Design nabp_processing_scan_control, sky130hd; sources not shown.
congestion.png
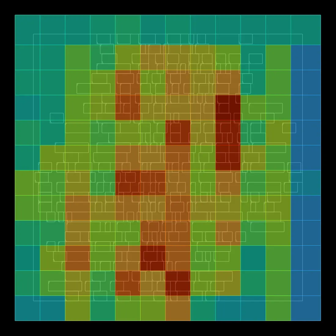
grt met3 use: 3.554%
GR Util met1: 21.20%
global route hottest layer: met2
Wirelength per Cell: 17.53 um
gr usage total: 17.00%

layer_met2.png
Cells faint in the background.
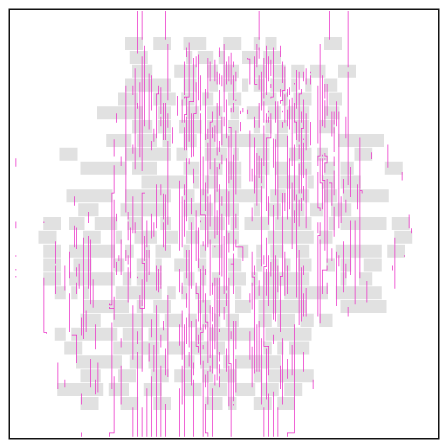
The layer holds 50% of the routed length. 266 nets have wire on it.
met2 Use GR: 28.91%
final WL: 5766 um
via count: 1,835

clk_routes.png
The bar under the picture is 20 um long.
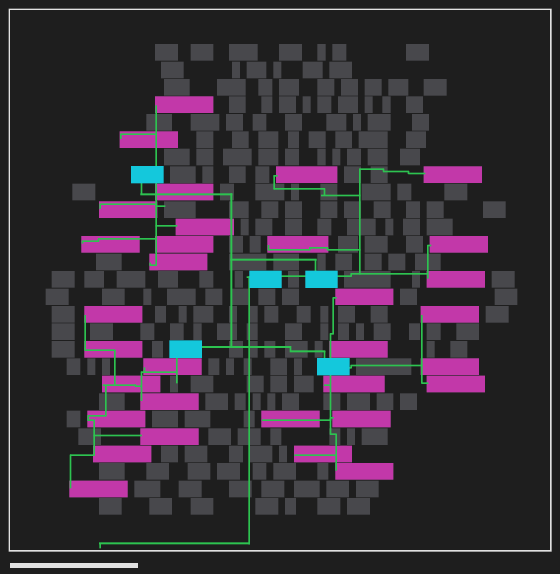
Key: magenta = flip-flops [count 32]; green = clock wires [length 442 um]; cyan = clock drivers [count 5]
There are 6 routed clock nets.
Clock group: 416 uW
Max Clock Skew: 0.006050 ns

layer_met3.png
The bar under the picture is 20 um long. Cells faint in the background.
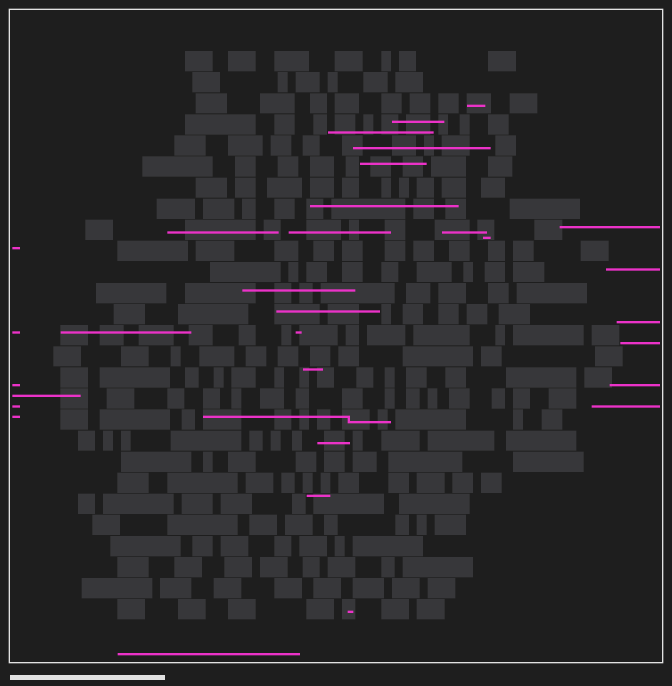
27 nets have wire on it. The layer holds 4.5% of the routed length. The layer carries 257 um of wire. The wires run mostly horizontal. The longest straight run is 23.2 um.

==> flow_metrics.py <==
# Auto-generated metrics
metrics = {
    "detailed_routing": {
        "postRouteAntennaNets": 0,
        "drc": 0,
    },
    "pwr": {
        "netSwitchingFraction_pct": 39.91,
        "vdd_drop_max_v": 0.0004466,
        "pwr-share-seq_pct": 23.5,
        "net-switching-power_uw": 1227,
        "p_per_area_mw_per_mm2": 1140,
        "pwr-share-clk_pct": 13.5,
    },
    "yosys": {
        "postSynthSeqShare_pct": 41.70,
        "syn-mean-instance-area_um2": 10.28,
        "ys_warn_count": 0,
        "logic_family": "simple AND/OR/NAND/NOR gates",
        "ys_types": 55,
        "fp_nets": 208,
        "syn-instance-count": 187,
        "ff_type": "dfrtp_1",
        "synthMuxAreaShare_pct": 9.824,
        "yosys-top-cells-area": "dfrtp_1 (40%), mux2_2 (8.8%), ha_1 (5.2%)",
        "ys_area_mm2": 0.001923,
        "synth_top_area_share_pct": 40.34,
        "compound_area_share_pct": 18.93,
    },
    "cells_and_area": {
        "drive_above_1_share_pct": 24.12,
        "final_util_pct": 49.57,
        "antenna_cells": 0,
    },
    "setup_path": {
        "reg2reg_slack_ns": -0.28,
        "crit_chain": "fa_1 > inv_1 > or4b_1 > or4b_1 > or4_1 > o311ai_1",
        "cp_num_buf_inv": 1,
        "cp_num_cells": 6,
        "crit_arrival_ns": 2.97,
        "crit_required_ns": 2.69,
    },
    "floorplan": {
        "dieArea_mm2": 0.007077,
        "die_y_um": 84.13,
    },
    "run_status": {
        "violations": "negative setup slack",
        "status": "finished, violations left",
    },
    "final_timing": {
        "finalClockPeriodUsage_pct": 111.4,
        "drv_slew": 0,
        "finalSetupViolations": 1,
        "setup_ws_ns": -0.2844,
        "slew_headroom_pct": 48.92,
    },
    "flow_run": {
        "openroad.warnings": 29,
    },
    "global_routing": {
        "overflow": 0,
    },
    "clock_tree": {
        "clockBufferDepth": 2,
    },
    "placement": {
        "post_dp_cell_area_mm2": 0.002571,
    },
}
## per-layer routing
layer / wire, um / part of all wire (%)
met1: 2527 / 44
met2: 2878 / 50
met3: 256 / 4.4
met4: 104 / 1.8
met5: 0 / 0
## power by group through the flow
stage,Clock [uW],Sequential (uW),Combinational (uW)
floorplan,0,746,1040
global route,448,739,2120
finish,416,721,1940
CTS,420,724,1880
global placement,0,723,1810
detailed placement,0,732,1850
## Yosys cell counts (3+ instances only)
cell type	n
o211ai_1	7
inv_1	8
nor2_1	10
and2_1	3
a21oi_1	7
dfrtp_1	31
and3_1	3
nand4_1	3
a211oi_1	3
mux2_2	15
nand2b_1	4
o21ai_0	7
nand2_1	17
and3_2	3
ha_1	8
o21a_1	5
## per-stage QoR
stage | hold WS [ns] | total power (uW) | cells
floorplan | -0.04559 | 1788 | 187
global placement | 0.4761 | 2530 | 319
detailed placement | 0.4889 | 2582 | 319
CTS | 0.4390 | 3027 | 329
global route | 0.4813 | 3302 | 329
finish | 0.4120 | 3073 | 329
## repair_timing
item | 4_1_cts | 5_1_grt
resized | 1 | 2
pin swaps | 1 | 0
setup endpoints to repair | 5 | 12
buffers inserted | 2 | 0
## kinds of logic after synthesis
kind of cell,count (synthesis)
xor gates and xnor gates,2
DFF,32
muxes,17
and+or+nand+nor,66
adders and majority gates,9
AOI/OAI and AO/OA,51
buffers and inverters,10
## area by class of cell
type | count | area [um^2]
multi-input combinational | 145 | 1100
sequential | 32 | 804.5
timing repair buffer | 64 | 578.1
clock inverter | 1 | 7.507
inverter | 8 | 30.03
clock buffer | 7 | 86.33
fill | 637 | 2743
tap | 72 | 90.09
Power is estimated from default activity; no workload was simulated.
